### src/rtl/uart_pkg.sv
// Shared types and constants for the UART report scheduler.
// Configuration macro used by the top: UART_REPORT_SCHED_TIMEOUT_EN.
package uart_pkg;

   typedef enum logic [1:0] {
      IDLE = 2'd0,
      ENC  = 2'd1,
      SEND = 2'd2
   } state_t;

   typedef enum logic [1:0] {
      K_FAIL = 2'd0,
      K_OK   = 2'd1,
      K_RD   = 2'd2
   } kind_t;

   // Number of leading ENC_MSG bytes that belong to each report kind
   localparam int unsigned LEN_RD   = 10;
   localparam int unsigned LEN_OK   = 4;
   localparam int unsigned LEN_FAIL = 6;

   // Every report ends with a line feed followed by the prompt character
   localparam logic [7:0] LF     = 8'h0A;
   localparam logic [7:0] PROMPT = 8'h3E;

   function automatic logic [3:0] kind_len(input kind_t k);
      case (k)
         K_RD:    return 4'(LEN_RD);
         K_OK:    return 4'(LEN_OK);
         default: return 4'(LEN_FAIL);
      endcase
   endfunction

endpackage

### src/rtl/uart_prio_arb.sv
// Fixed-priority 3-way arbiter: bit0 > bit1 > bit2, one-hot grant,
// forced to zero while i_en is low.
module uart_prio_arb (
   input  logic       i_en,
   input  logic [2:0] i_req,
   output logic [2:0] o_gnt
);

   // Lowest-index pending request wins while enabled
   always_comb begin
      o_gnt = '0;
      if (i_en) begin
         if (i_req[0])      o_gnt = 3'b001;
         else if (i_req[1]) o_gnt = 3'b010;
         else if (i_req[2]) o_gnt = 3'b100;
      end
   end

endmodule

### src/rtl/uart_report_sched.sv
// Report request sequencer: arbitrates FAIL/OK/RD requests, drives the ASCII
// encoder for ENC_LAT cycles, captures its message and streams the valid bytes
// MSB-first over a valid/ready byte interface.
// Optional build macro UART_REPORT_SCHED_TIMEOUT_EN adds a TX stall timeout
// that aborts the current message after TIMEOUT_CYC stalled cycles.
module uart_report_sched
   import uart_pkg::*;
#(
   parameter int unsigned ENC_LAT     = 2,
   parameter int unsigned TIMEOUT_CYC = 65535
) (
   input  logic        CLK,
   input  logic        RST_N,
   input  logic [2:0]  REQ,
   input  logic [31:0] RD_DATA,
   output logic [2:0]  GNT,
   output logic        BUSY,
   output logic        ENC_EN,
   output logic [31:0] ENC_DATA,
   output logic        ENC_STATE_R,
   output logic        ENC_OK,
   output logic        ENC_FAIL,
   input  logic [79:0] ENC_MSG,
   output logic [7:0]  TX_DATA,
   output logic        TX_VALID,
   input  logic        TX_READY,
   output logic        ABORT
);

   if (ENC_LAT < 1 || TIMEOUT_CYC < 1 || TIMEOUT_CYC > 65535) begin : g_cfg_err
      $error("uart_report_sched: need ENC_LAT >= 1 and 1 <= TIMEOUT_CYC <= 65535");
   end

   localparam int unsigned     LW       = (ENC_LAT > 1) ? $clog2(ENC_LAT) : 1;
   localparam logic [LW-1:0]   LAT_LAST = LW'(ENC_LAT - 1);

   state_t        r_state;
   kind_t         r_kind;
   logic          r_busy;
   logic          r_enc_en;
   logic [31:0]   r_enc_data;
   logic          r_enc_rd;
   logic          r_enc_ok;
   logic          r_enc_fail;
   logic          r_tx_valid;
   logic [79:0]   r_shift;
   logic [3:0]    r_cnt;
   logic [LW-1:0] r_lat;
`ifdef UART_REPORT_SCHED_TIMEOUT_EN
   localparam logic [15:0] STALL_LAST = 16'(TIMEOUT_CYC - 1);
   logic [15:0]   r_stall;
   logic          r_abort;
`endif

   logic [2:0]    w_gnt;
   logic          w_accept;

   // Grants are only issued from IDLE and never while reset is asserted
   uart_prio_arb u_arb (
      .i_en  (r_state == IDLE && RST_N),
      .i_req (REQ),
      .o_gnt (w_gnt)
   );

   assign w_accept = r_tx_valid & TX_READY;

   // Scheduler FSM: grant -> encoder hold -> byte streaming
   always_ff @(posedge CLK or negedge RST_N) begin
      if (!RST_N) begin
         r_state    <= IDLE;
         r_kind     <= K_FAIL;
         r_busy     <= 1'b0;
         r_enc_en   <= 1'b0;
         r_enc_data <= '0;
         r_enc_rd   <= 1'b0;
         r_enc_ok   <= 1'b0;
         r_enc_fail <= 1'b0;
         r_tx_valid <= 1'b0;
         r_shift    <= '0;
         r_cnt      <= '0;
         r_lat      <= '0;
`ifdef UART_REPORT_SCHED_TIMEOUT_EN
         r_stall    <= '0;
         r_abort    <= 1'b0;
`endif
      end else begin
`ifdef UART_REPORT_SCHED_TIMEOUT_EN
         r_abort <= 1'b0;
`endif
         case (r_state)
            IDLE: begin
               if (|w_gnt) begin
                  r_state  <= ENC;
                  r_busy   <= 1'b1;
                  r_enc_en <= 1'b1;
                  r_lat    <= '0;
                  if (w_gnt[0]) begin
                     r_kind     <= K_FAIL;
                     r_enc_fail <= 1'b1;
                     r_enc_data <= '0;
                  end else if (w_gnt[1]) begin
                     r_kind     <= K_OK;
                     r_enc_ok   <= 1'b1;
                     r_enc_data <= '0;
                  end else begin
                     r_kind     <= K_RD;
                     r_enc_rd   <= 1'b1;
                     r_enc_data <= RD_DATA;
                  end
               end
            end
            ENC: begin
               if (r_lat == LAT_LAST) begin
                  r_shift    <= ENC_MSG;
                  r_cnt      <= kind_len(r_kind);
                  r_enc_en   <= 1'b0;
                  r_enc_data <= '0;
                  r_enc_rd   <= 1'b0;
                  r_enc_ok   <= 1'b0;
                  r_enc_fail <= 1'b0;
                  r_tx_valid <= 1'b1;
                  r_state    <= SEND;
`ifdef UART_REPORT_SCHED_TIMEOUT_EN
                  r_stall    <= '0;
`endif
               end else begin
                  r_lat <= r_lat + 1'b1;
               end
            end
            SEND: begin
               if (w_accept) begin
`ifdef UART_REPORT_SCHED_TIMEOUT_EN
                  r_stall <= '0;
`endif
                  if (r_cnt == 4'd1) begin
                     // Clearing the shifter keeps unsent trailing bytes off TX_DATA
                     r_tx_valid <= 1'b0;
                     r_busy     <= 1'b0;
                     r_shift    <= '0;
                     r_cnt      <= '0;
                     r_state    <= IDLE;
                  end else begin
                     r_shift <= {r_shift[71:0], 8'h00};
                     r_cnt   <= r_cnt - 1'b1;
                  end
               end
`ifdef UART_REPORT_SCHED_TIMEOUT_EN
               else if (r_stall == STALL_LAST) begin
                  r_abort    <= 1'b1;
                  r_tx_valid <= 1'b0;
                  r_busy     <= 1'b0;
                  r_shift    <= '0;
                  r_cnt      <= '0;
                  r_stall    <= '0;
                  r_state    <= IDLE;
               end else begin
                  r_stall <= r_stall + 1'b1;
               end
`endif
            end
            default: r_state <= IDLE;
         endcase
      end
   end

   assign GNT         = w_gnt;
   assign BUSY        = r_busy | (|w_gnt);
   assign ENC_EN      = r_enc_en;
   assign ENC_DATA    = r_enc_data;
   assign ENC_STATE_R = r_enc_rd;
   assign ENC_OK      = r_enc_ok;
   assign ENC_FAIL    = r_enc_fail;
   assign TX_DATA     = r_shift[79:72];
   assign TX_VALID    = r_tx_valid;
`ifdef UART_REPORT_SCHED_TIMEOUT_EN
   assign ABORT       = r_abort;
`else
   assign ABORT       = 1'b0;
`endif

endmodule

### config.mk
export PLATFORM = sky130hd
export DESIGN_NAME = uart_report_sched
export DESIGN_NICKNAME = d
export VERILOG_FILES = /design/src/rtl/uart_pkg.sv /design/src/rtl/uart_prio_arb.sv /design/src/rtl/uart_report_sched.sv
export SDC_FILE = /design/constraint.sdc
export NUM_CORES = 1
export LEC_CHECK = 0
export ABC_AREA = 1
export CORE_ASPECT_RATIO = 1.2
export CORE_UTILIZATION = 53
export CTS_BUF_LIST = sky130_fd_sc_hd__clkbuf_4
export DETAILED_ROUTE_END_ITERATION = 10
export GPL_ROUTABILITY_DRIVEN = 0
export PLACE_DENSITY_LB_ADDON = 0.1
export REMOVE_ABC_BUFFERS = 1
export SETUP_SLACK_MARGIN = 0.02
export SLEW_MARGIN = 20
export SYNTH_ARGS = -nofsm -noshare
export SYNTH_HDL_FRONTEND = slang
export SYNTH_SLANG_ARGS = --single-unit
### constraint.sdc
create_clock -name CLK -period 2.3 [get_ports CLK]
set_input_delay 0.575 -clock CLK [delete_from_list [all_inputs] [get_ports CLK]]
set_output_delay 0.575 -clock CLK [all_outputs]
set_load 0.1 [all_outputs]
run_1/detail.png
Scale bar: 10 microns. Window x 53 to 93, y 9 to 49 microns. Cells in gray, sequential cells in the stronger gray; small squares are vias.
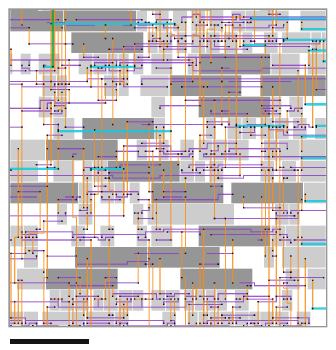
metal 4 -> green
metal 3 -> cyan
metal 1 -> purple
metal 2 -> orange
sequential cells in the window = 18
cells with their middle in the window = 143
most frequent = nand3_1 (61), nand2_1 (38), dfrtp_1 (18)
netlist names of flops here include = r_shift (18)

run_1/logic_types.png
Scale bar: 20 microns.
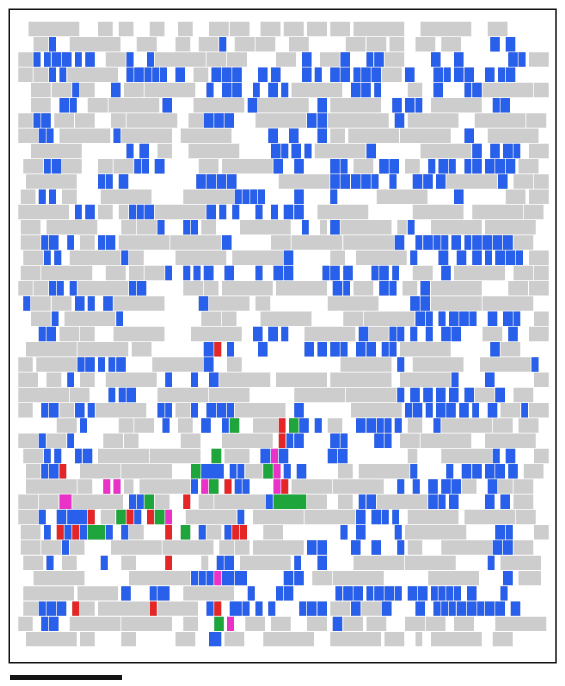
nand cells -> blue  # cells 457, most used nand3_1, where widely spread
aoi and oai cells -> green  # cells 13, most used o21ai_0
nor cells -> magenta  # cells 10, most used nor2_1
inv cells -> red  # cells 19, most used inv_1
Non-Filler Instances: 973
Top cell excl fill/tap: nand3_1
Comb/total area: 28.7%

run_1/layer_met3.png
Scale bar: 20 microns.
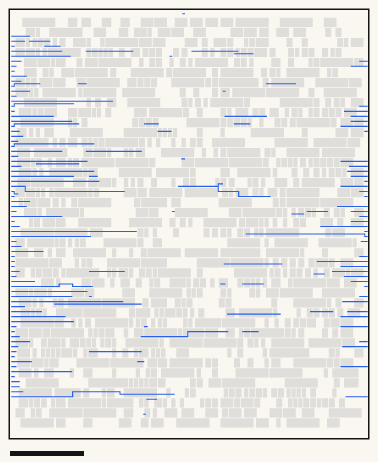
nets with wire on the layer = 131
wire length on this layer = 1140 microns
longest straight run = 33.8 microns
share of all routed wire = 8.3%
main direction = horizontal
drt total wl: 13700 microns
GR Layer Usage met3: 8.80%
via count: 5232

==> out/results.tsv, run 1 <==
stage	metric	value	unit
setup_path	reg2reg_setup_slack	0.54	ns
yosys	adder_share	0.434	%
worst_hold_path	hold_class	input port to async pin	
place	place_ws	0.0952	ns
sta	worst_slack	0.0890	ns
final_layout	drive_gt1_share	12.6	%
power_and_ir_drop	power_frac_comb	54.0	%
setup_path	rr_startpoint	r_state[0]	
setup_path	required	1.73	ns
floorplan	die_x	97.2	microns
final_layout	seq_share	41.4	%
setup_path	path_depth	6	
final_layout	clockBufferCount	19	
power_and_ir_drop	seq-power	3.50	mW
yosys	edf_count	0	
setup_path	slowest_delay	0.45	ns
final_layout	seq_area	0.00318	sq mm
yosys	synth.cellmix.simpleShare	35.8	%
sta	whs	0.135	ns
clock_tree	cts.sinks	127	
yosys	numSynthFlops	127	
final_layout	logic_area	0.00220	sq mm
sta	fmax	0.452	GHz
sta	fin_crit_sh	96.1	%
grt	grtUsageMet1	33.3	%
flow_run	maxCapViolations	0	
detailed_routing	routed_via_density	5.38	
yosys	ys_chip_area	0.00577	sq mm
setup_path	path_class	input port to output port	
final_layout	signal_buffers	180	
final_layout	area_delta_synth_final	33.1	%
sta	clock_skew	0.0165	ns
detailed_routing	drt-met1-wl	5730	microns
setup_path	endpoint	BUSY	
yosys	top_logic_kind	simple AND/OR/NAND/NOR gates	
floorplan	num_io_pins	168	
grt	overflow	0	
sta	fin_crit	2.21	ns
clock_tree	cts-buffers-inserted	17	
detailed_routing	dr_wl_met2	6540	microns
yosys	synth_seq_share	55.1	%
final_layout	fill_cells	853	
yosys	ff_type	dfrtp_1	
yosys	synthCells	690	
yosys	synthTopCellsByArea	dfrtp_1 (55%), nand3_1 (21%), nand2_1 (14%), buf_2 (3.6%), buf_4 (2.0%)	
final_layout	inverters	19	
final_layout	regMostFlops	r_shift	
yosys	common_cells	nand3_1 (239), nand2_1 (215), dfrtp_1 (127)	
power_and_ir_drop	power	11.3	mW
yosys	ys_types	22	
yosys	synthAoiAreaFrac	1.39	%
clock_tree	postCtsHoldBufs	0	
final_layout	bufAreaShareNonClock	22.7	%
yosys	synth_area	0.00577	sq mm
final_layout	clockNetworkAreaShare	4.07	%
flow_run	warnings	28	
yosys	ys_async_sr_fraction	100	%
power_and_ir_drop	intPower	5.36	mW
detailed_routing	drcViolationCount	0	
clock_tree	h-tree-depth	4	
sta	finalSetupViolCount	0	
sta	hold_viol	0	
yosys	yosysMostFrequentCell	nand3_1	
grt	grt_first_pass_wirelength	22800	microns
power_and_ir_drop	swShare	52.5	%
setup_path	cp_max_fo	2	
floorplan	tapCellCount	129	
final_layout	seq_cells	127	
power_and_ir_drop	power.group.top	combinational cells	
grt	grt_max_degree	128	
floorplan	fp_util	54.6	%
setup_path	crit_slowest_cell	clkdlybuf4s50_1	
grt	first_global_vias	4891	
setup_path	critical_path_buf_inv_count	3	
yosys	yosysWarnings	0	
yosys	xor_share	0.152	%
final_layout	diodes	1	
clock_tree	cts_tree	built	
yosys	netlist.area_leader.share	55.1	%
sta	worstMarginPinSlew	0.676	ns
power_and_ir_drop	powerComb	6.09	mW
power_and_ir_drop	powerDensity	1470	mW/mm^2
grt	track_usage	25.5	%
power_and_ir_drop	p_clk_share	14.9	%
detailed_routing	routed-wl-met3	1140	microns
setup_path	start_kind	input port	
run_status	status	complete, no violations	
setup_path	cp_cell_sequence	clkdlybuf4s50_1 > inv_1 > nand2_1 > o21ai_2 > nand2_2 > buf_12	
power_and_ir_drop	power_switching	5.92	mW
place	post_dp_cell_area	0.00734	sq mm
final_layout	multi_input_comb_cells	485	
place	dp_hpwl	8720	microns
clock_tree	cts_resized	1	
floorplan	num_rows	41	
detailed_routing	wl_per_cell	14.1	microns
setup_path	rr_worst_depth	9	
sta	slew_violations	0	
grt	antenna_found_initial	1	
setup_path	arrival	1.64	ns
place	io_buffers	166	
power_and_ir_drop	seqPwrFrac	31.1	%
final_layout	largest_reg_flops	80	
run_1/layer_met1.png
Scale bar: 20 microns. Supply wires on this layer in gray.
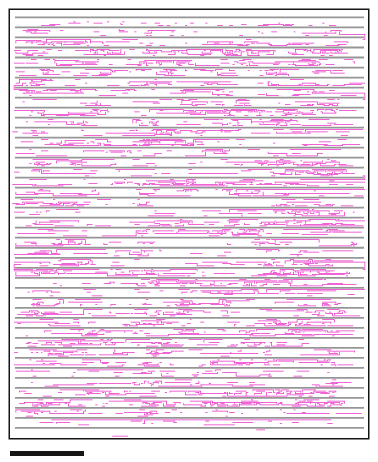

==> run 1 -> run 2 <==
--- a/config.mk
+++ b/config.mk
@@ -7,14 +7,14 @@
 export LEC_CHECK = 0
 export ABC_AREA = 1
 export CORE_ASPECT_RATIO = 1.2
-export CORE_UTILIZATION = 53
+export CORE_MARGIN = 2
+export CORE_UTILIZATION = 40
 export CTS_BUF_LIST = sky130_fd_sc_hd__clkbuf_4
 export DETAILED_ROUTE_END_ITERATION = 10
 export GPL_ROUTABILITY_DRIVEN = 0
 export PLACE_DENSITY_LB_ADDON = 0.1
 export REMOVE_ABC_BUFFERS = 1
 export SETUP_SLACK_MARGIN = 0.02
-export SLEW_MARGIN = 20
 export SYNTH_ARGS = -nofsm -noshare
 export SYNTH_HDL_FRONTEND = slang
 export SYNTH_SLANG_ARGS = --single-unit
run_2/layer_met1.png
Scale bar: 20 microns. Supply wires on this layer in gray.
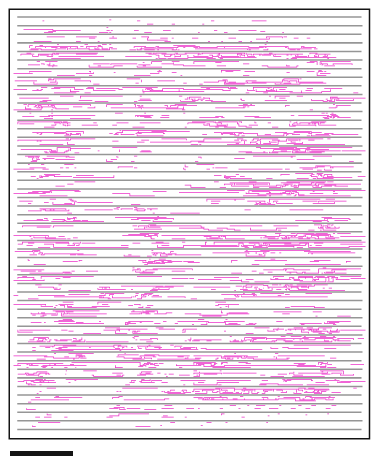
main direction = horizontal
longest straight run = 47.8 microns
share of all routed wire = 44%
wire length on this layer = 6360 microns
nets with wire on the layer = 783
via count: 5179
GRT met1 Usage: 25.1%

run_2/layer_met3.png
Scale bar: 20 microns.
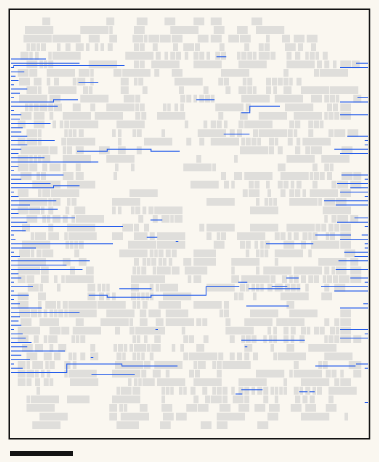
nets with wire on the layer = 128
longest straight run = 35.2 microns
wire length on this layer = 1140 microns
GR Layer Usage met3: 7.52%
drt total wl: 14400 microns

==> run 2 against run 1 <==
Compared with the run above: register-to-register slack better by 0.10 ns; die area rose by 36%; utilization down 18 points; fmax fell by 1.2%; sequential power hardly changed; cell area rose by 0.42%; non-clock buffer count is 3 higher; count of clock-buffer cells in the layout grew 2; clock skew shrank 0.00087 ns; critical path type unchanged; largest cell class unchanged.
==> out/results.tsv, run 2 <==
stage	metric	value	unit	change
yosys	adder_share	0.434	%	unchanged
yosys	netlist.area_leader.share	55.1	%	unchanged
power_and_ir_drop	powerDensity	1430	mW/mm^2	was 1470 mW/mm^2
yosys	ys_chip_area	0.00577	sq mm	unchanged
setup_path	start_kind	input port		unchanged
yosys	synthTopCellsByArea	dfrtp_1 (55%), nand3_1 (21%), nand2_1 (14%), buf_2 (3.6%), buf_4 (2.0%)		unchanged
detailed_routing	firstDrtPassIters	4		unchanged
sta	finalSetupViolCount	0		unchanged
setup_path	required	1.73	ns	about the same
sta	hold_viol	0		unchanged
sta	worstMarginPinSlew	0.861	ns	was 0.676 ns
setup_path	end_kind	output port		unchanged
sta	fin_crit	2.24	ns	was 2.21 ns
grt	first_global_vias	5063		was 4891
power_and_ir_drop	swShare	53.7	%	was 52.5%
yosys	top_logic_kind	simple AND/OR/NAND/NOR gates		unchanged
floorplan	num_io_pins	168		unchanged
power_and_ir_drop	p_clk_share	12.1	%	was 14.9%
setup_path	critical_path.top_delay_family	buffers and inverters		unchanged
sta	fmax	0.447	GHz	was 0.452 GHz
setup_path	critical_path_buf_inv_count	3		unchanged
setup_path	worstReg2RegEnd	r_shift[37]		was r_shift[42]
sta	whs	0.230	ns	was 0.135 ns
clock_tree	cts_resized	5		was 1
final_layout	inverters	19		unchanged
place	post_dp_cell_area	0.00742	sq mm	was 0.00734 sq mm
final_layout	seq_area	0.00318	sq mm	about the same
setup_path	path_class	input port to output port		unchanged
final_layout	clockNetworkAreaShare	3.00	%	was 4.07%
power_and_ir_drop	powerComb	6.18	mW	was 6.09 mW
power_and_ir_drop	intPower	5.10	mW	was 5.36 mW
final_layout	final_area	0.00771	sq mm	was 0.00768 sq mm
power_and_ir_drop	power	11.0	mW	was 11.3 mW
yosys	synthCells	690		unchanged
final_layout	finalNetCount	953		was 950
final_layout	multi_input_comb_cells	485		unchanged
power_and_ir_drop	seq-power	3.51	mW	was 3.50 mW
detailed_routing	routed-wl-met3	1140	microns	about the same
yosys	synth_area	0.00577	sq mm	unchanged
final_layout	diodes	0		was 1
yosys	yosysMostFrequentCell	nand3_1		unchanged
place	dp_hpwl	9250	microns	was 8720 microns
setup_path	cp_cell_sequence	clkdlybuf4s50_1 > inv_1 > nand2_1 > o21ai_2 > nand2_2 > buf_12		unchanged
setup_path	reg2reg_setup_slack	0.64	ns	was 0.54 ns
yosys	yosysCellCount	690		unchanged
place	place_ws	0.0959	ns	was 0.0952 ns
yosys	yosysTopAreaCell	dfrtp_1		unchanged
yosys	yosysWarnings	0		unchanged
power_and_ir_drop	power_switching	5.93	mW	was 5.92 mW
detailed_routing	drcViolationCount	0		unchanged
floorplan	tapCellCount	175		was 129
detailed_routing	routed_via_density	5.07		was 5.38
grt	overflow	0		unchanged
clock_tree	cts_tree	built		unchanged
setup_path	rr_startpoint	r_state[1]		was r_state[0]
final_layout	drive_gt1_share	12.9	%	was 12.6%
floorplan	die_x	114	microns	was 97.2 microns
clock_tree	clockBufferDepth	2		unchanged
power_and_ir_drop	power.group.top	combinational cells		unchanged
setup_path	endpoint	BUSY		unchanged
clock_tree	cts.sinks	127		unchanged
final_layout	comb_area_share	28.9	%	was 28.7%
final_layout	regMostFlops	r_shift		unchanged
final_layout	final_cells	1021		was 973
power_and_ir_drop	power_frac_comb	56.1	%	was 54.0%
run_status	status	complete, no violations		unchanged
floorplan	num_rows	48		was 41
yosys	common_cells	nand3_1 (239), nand2_1 (215), dfrtp_1 (127)		unchanged
grt	antenna_found_initial	0		was 1
power_and_ir_drop	seqPwrFrac	31.8	%	was 31.1%
final_layout	area_delta_synth_final	33.7	%	was 33.1%
final_layout	final_layout_top_logic_cells	nand3_1 (238), nand2_1 (212), dfrtp_1 (126), clkdlybuf4s50_1 (116), buf_4 (57)		was nand3_1 (238), nand2_1 (212), dfrtp_1 (127), clkdlybuf4s50_1 (116), buf_4 (55)
yosys	ys_async_sr_fraction	100	%	unchanged
worst_hold_path	hold_class	input port to async pin		unchanged
grt	grt_max_degree	76		was 128
floorplan	core	0.0142	sq mm	was 0.0106 sq mm
yosys	synth_seq_share	55.1	%	unchanged
final_layout	fill_cells	1402		was 853
sta	slew_violations	0		unchanged
clock_tree	cts-buffers-inserted	17		unchanged
detailed_routing	dr_wl_met2	6720	microns	was 6540 microns
sta	fin_crit_sh	97.3	%	was 96.1%
setup_path	rr_worst_depth	7		was 9
setup_path	crit_slowest_cell	clkdlybuf4s50_1		unchanged
yosys	synth.cellmix.simpleShare	35.8	%	unchanged
yosys	ys_types	22		unchanged
yosys	edf_count	0		unchanged
yosys	xor_share	0.152	%	unchanged
clock_tree	postCtsHoldBufs	0		unchanged
setup_path	cp_max_fo	3		was 2
flow_run	maxCapViolations	0		unchanged
final_layout	logic_area	0.00222	sq mm	was 0.00220 sq mm
final_layout	seq_share	41.2	%	was 41.4%
yosys	ff_type	dfrtp_1		unchanged
sta	clock_skew	0.0157	ns	was 0.0165 ns
place	io_buffers	166		unchanged
final_layout	bufAreaShareNonClock	23.1	%	was 22.7%
setup_path	slowest_delay	0.42	ns	was 0.45 ns
yosys	numSynthFlops	127		unchanged
power_and_ir_drop	ir_drop	1320	uV	was 1300 uV
final_layout	seq_cells	127		unchanged
grt	grt_first_pass_wirelength	23900	microns	was 22800 microns
setup_path	path_depth	6		unchanged
sta	worst_slack	0.0626	ns	was 0.0890 ns
clock_tree	path_clk_slew	0.11	ns	was 0.10 ns
setup_path	arrival	1.66	ns	was 1.64 ns
floorplan	fp_util	40.5	%	was 54.6%
yosys	synthAoiAreaFrac	1.39	%	unchanged
flow_run	warnings	28		unchanged
final_layout	signal_buffers	183		was 180
detailed_routing	drt-met1-wl	6360	microns	was 5730 microns
final_layout	clockBufferCount	21		was 19
power_and_ir_drop	p_leak	3.89	nW	about the same
clock_tree	h-tree-depth	4		unchanged
final_layout	lay_top_count	nand3_1		unchanged
power_and_ir_drop	power_clock	1.34	mW	was 1.68 mW
final_layout	largest_reg_flops	80		unchanged
clock_tree	clockRootBuffer	clkbuf_4		unchanged
run_2/congestion.png
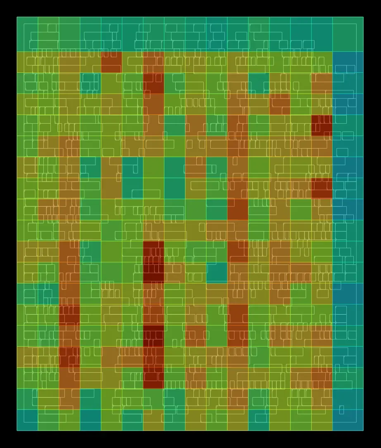
fin util: 54.2%
DR WL/cell: 14.1 microns
GR Layer Usage met2: 30.1%
Tot GR Track Use: 19.3%
GRT Max-Usage Layer: met2

run_2/detail.png
Scale bar: 10 microns. Window x 65 to 105, y 14 to 54 microns. Cells in gray, sequential cells in the stronger gray; small squares are vias.
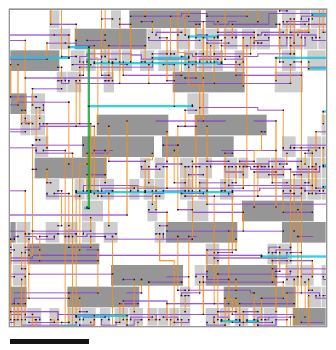

==> run 2 -> run 3 <==
--- a/config.mk
+++ b/config.mk
@@ -9,7 +9,7 @@
 export CORE_ASPECT_RATIO = 1.2
 export CORE_MARGIN = 2
 export CORE_UTILIZATION = 40
-export CTS_BUF_LIST = sky130_fd_sc_hd__clkbuf_4
+export CTS_BUF_LIST = sky130_fd_sc_hd__clkbuf_8 sky130_fd_sc_hd__clkbuf_16
 export DETAILED_ROUTE_END_ITERATION = 10
 export GPL_ROUTABILITY_DRIVEN = 0
 export PLACE_DENSITY_LB_ADDON = 0.1
==> constraint.sdc (replaced) <==
create_clock -name CLK -period 2.3 [get_ports CLK]
set_input_delay 0.575 -clock CLK [delete_from_list [all_inputs] [get_ports CLK]]
set_output_delay 0.575 -clock CLK [all_outputs]
set_load 0.01 [all_outputs]
run_3/detail.png
Scale bar: 10 microns. Window x 65 to 105, y 14 to 54 microns. Cells in gray, sequential cells in the stronger gray; small squares are vias.
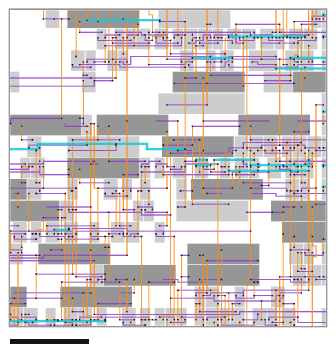
metal 2 -> orange
metal 1 -> purple
metal 3 -> cyan
most frequent = nand3_1 (53), nand2_1 (38), dfrtp_1 (16)
netlist names of flops here include = r_shift (16)
sequential cells in the window = 16
cells with their middle in the window = 116

run_3/layer_met3.png
Scale bar: 20 microns.
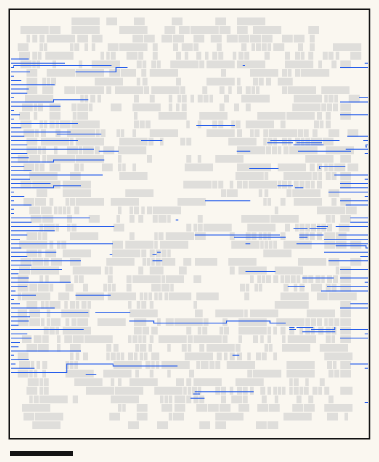
longest straight run = 32.4 microns
main direction = horizontal
share of all routed wire = 9.9%
GR Layer Usage met3: 7.43%
via count: 5237
drt total wl: 14500 microns

run_3/logic_types.png
Scale bar: 20 microns.
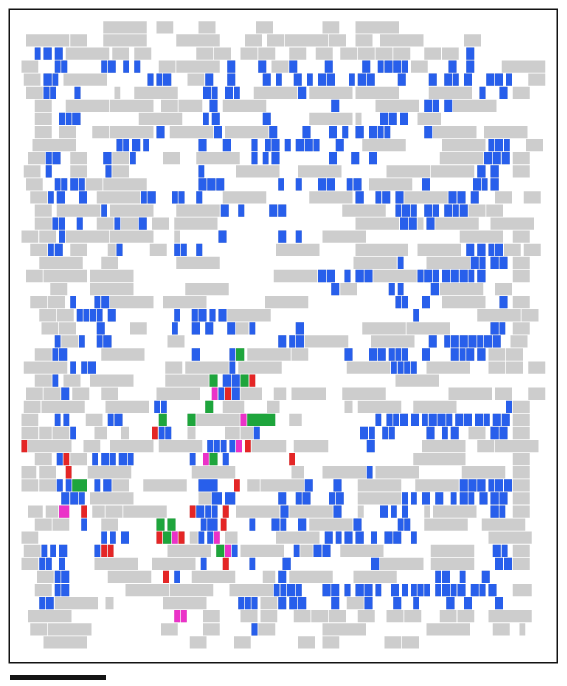
nor cells -> magenta  # cells 10, most used nor2_1
aoi and oai cells -> green  # cells 13, most used o21ai_0
nand cells -> blue  # cells 457, most used nand3_1, where widely spread
inv cells -> red  # cells 19, most used inv_1
Comb/total area: 27.3%
Non-Filler Instances: 1021

==> run 3 against run 2 <==
Compared with the run above: non-clock buffer count is the same; total power shrank 14%; sequential share of layout area shrank 1.7 points; via count grew 1.1%; register-to-register slack is essentially flat; sequential cell count is the same; setup slack gained 0.059 ns; utilization grew 2.4 points; die area is the same; wire length grew 1.0%; final cell count is the same; critical endpoint is now GNT[1].
==> out/results.tsv, run 3 <==
stage	metric	value	unit	change
final_layout	diodes	0		unchanged
floorplan	num_rows	48		unchanged
setup_path	rr_startpoint	r_state[1]		unchanged
final_layout	multi_input_comb_cells	485		unchanged
yosys	common_cells	nand3_1 (239), nand2_1 (215), dfrtp_1 (127)		unchanged
final_layout	lay_top_count	nand3_1		unchanged
power_and_ir_drop	seq-power	3.50	mW	was 3.51 mW
final_layout	seq_cells	127		unchanged
yosys	xor_share	0.152	%	unchanged
sta	finalSetupViolCount	0		unchanged
clock_tree	cts.sinks	127		unchanged
sta	slew_violations	0		unchanged
flow_run	warnings	26		was 28
clock_tree	h-tree-depth	4		unchanged
setup_path	cp_cell_sequence	nor2_1 > nand2_1 > inv_2 > nand3_1 > inv_1 > clkdlybuf4s15_1		was clkdlybuf4s50_1 > inv_1 > nand2_1 > o21ai_2 > nand2_2 > buf_12
yosys	synth.cellmix.simpleShare	35.8	%	unchanged
sta	fmax	0.459	GHz	was 0.447 GHz
yosys	synthAoiAreaFrac	1.39	%	unchanged
final_layout	drive_gt1_share	6.38	%	was 12.9%
sta	hold_viol	0		unchanged
power_and_ir_drop	powerComb	3.45	mW	was 6.18 mW
detailed_routing	firstDrtPassIters	6		was 4
worst_hold_path	hold_class	input port to async pin		unchanged
setup_path	reg2reg_setup_slack	0.64	ns	about the same
sta	clock_skew	0.0135	ns	was 0.0157 ns
clock_tree	path_clk_slew	0.05	ns	was 0.11 ns
sta	worstMarginPinSlew	0.844	ns	was 0.861 ns
final_layout	clockBufferCount	19		was 21
run_status	status	complete, no violations		unchanged
grt	first_global_vias	5013		was 5063
final_layout	inverters	19		unchanged
grt	grt_first_pass_wirelength	23800	microns	was 23900 microns
grt	grt_max_degree	67		was 76
final_layout	final_layout_top_logic_cells	nand3_1 (239), nand2_1 (214), clkdlybuf4s50_1 (161), dfrtp_1 (127), inv_1 (21)		was nand3_1 (238), nand2_1 (212), dfrtp_1 (126), clkdlybuf4s50_1 (116), buf_4 (57)
power_and_ir_drop	power_switching	3.26	mW	was 5.93 mW
setup_path	arrival	1.60	ns	was 1.66 ns
yosys	yosysTopAreaCell	dfrtp_1		unchanged
final_layout	seq_share	39.5	%	was 41.2%
final_layout	largest_reg_flops	80		unchanged
yosys	synthCells	690		unchanged
power_and_ir_drop	intPower	6.24	mW	was 5.10 mW
final_layout	regMostFlops	r_shift		unchanged
yosys	synth_area	0.00577	sq mm	unchanged
power_and_ir_drop	power	9.50	mW	was 11.0 mW
floorplan	tapCellCount	175		unchanged
yosys	ys_types	22		unchanged
setup_path	path_class	flop to output port		was input port to output port
grt	overflow	0		unchanged
yosys	ys_async_sr_fraction	100	%	unchanged
yosys	netlist.area_leader.share	55.1	%	unchanged
power_and_ir_drop	seqPwrFrac	36.9	%	was 31.8%
yosys	ff_type	dfrtp_1		unchanged
power_and_ir_drop	p_leak	3.95	nW	was 3.89 nW
grt	antenna_found_initial	0		unchanged
grt	grt_use_met2	29.6	%	was 30.1%
sta	whs	0.345	ns	was 0.230 ns
setup_path	critical_path.top_delay_family	buffers and inverters		unchanged
grt	track_usage	19.4	%	was 19.3%
power_and_ir_drop	powerDensity	1180	mW/mm^2	was 1430 mW/mm^2
detailed_routing	drcViolationCount	0		unchanged
grt	grtUsageMet1	25.3	%	was 25.1%
final_layout	final_area	0.00804	sq mm	was 0.00771 sq mm
floorplan	die_x	114	microns	unchanged
setup_path	end_kind	output port		unchanged
flow_run	maxCapViolations	0		unchanged
clock_tree	cts_tree	built		unchanged
yosys	synth_seq_share	55.1	%	unchanged
setup_path	slowest_delay	0.40	ns	was 0.42 ns
final_layout	finalNetCount	953		unchanged
Power figures rest on the tool's default switching activity, not on a simulated workload.
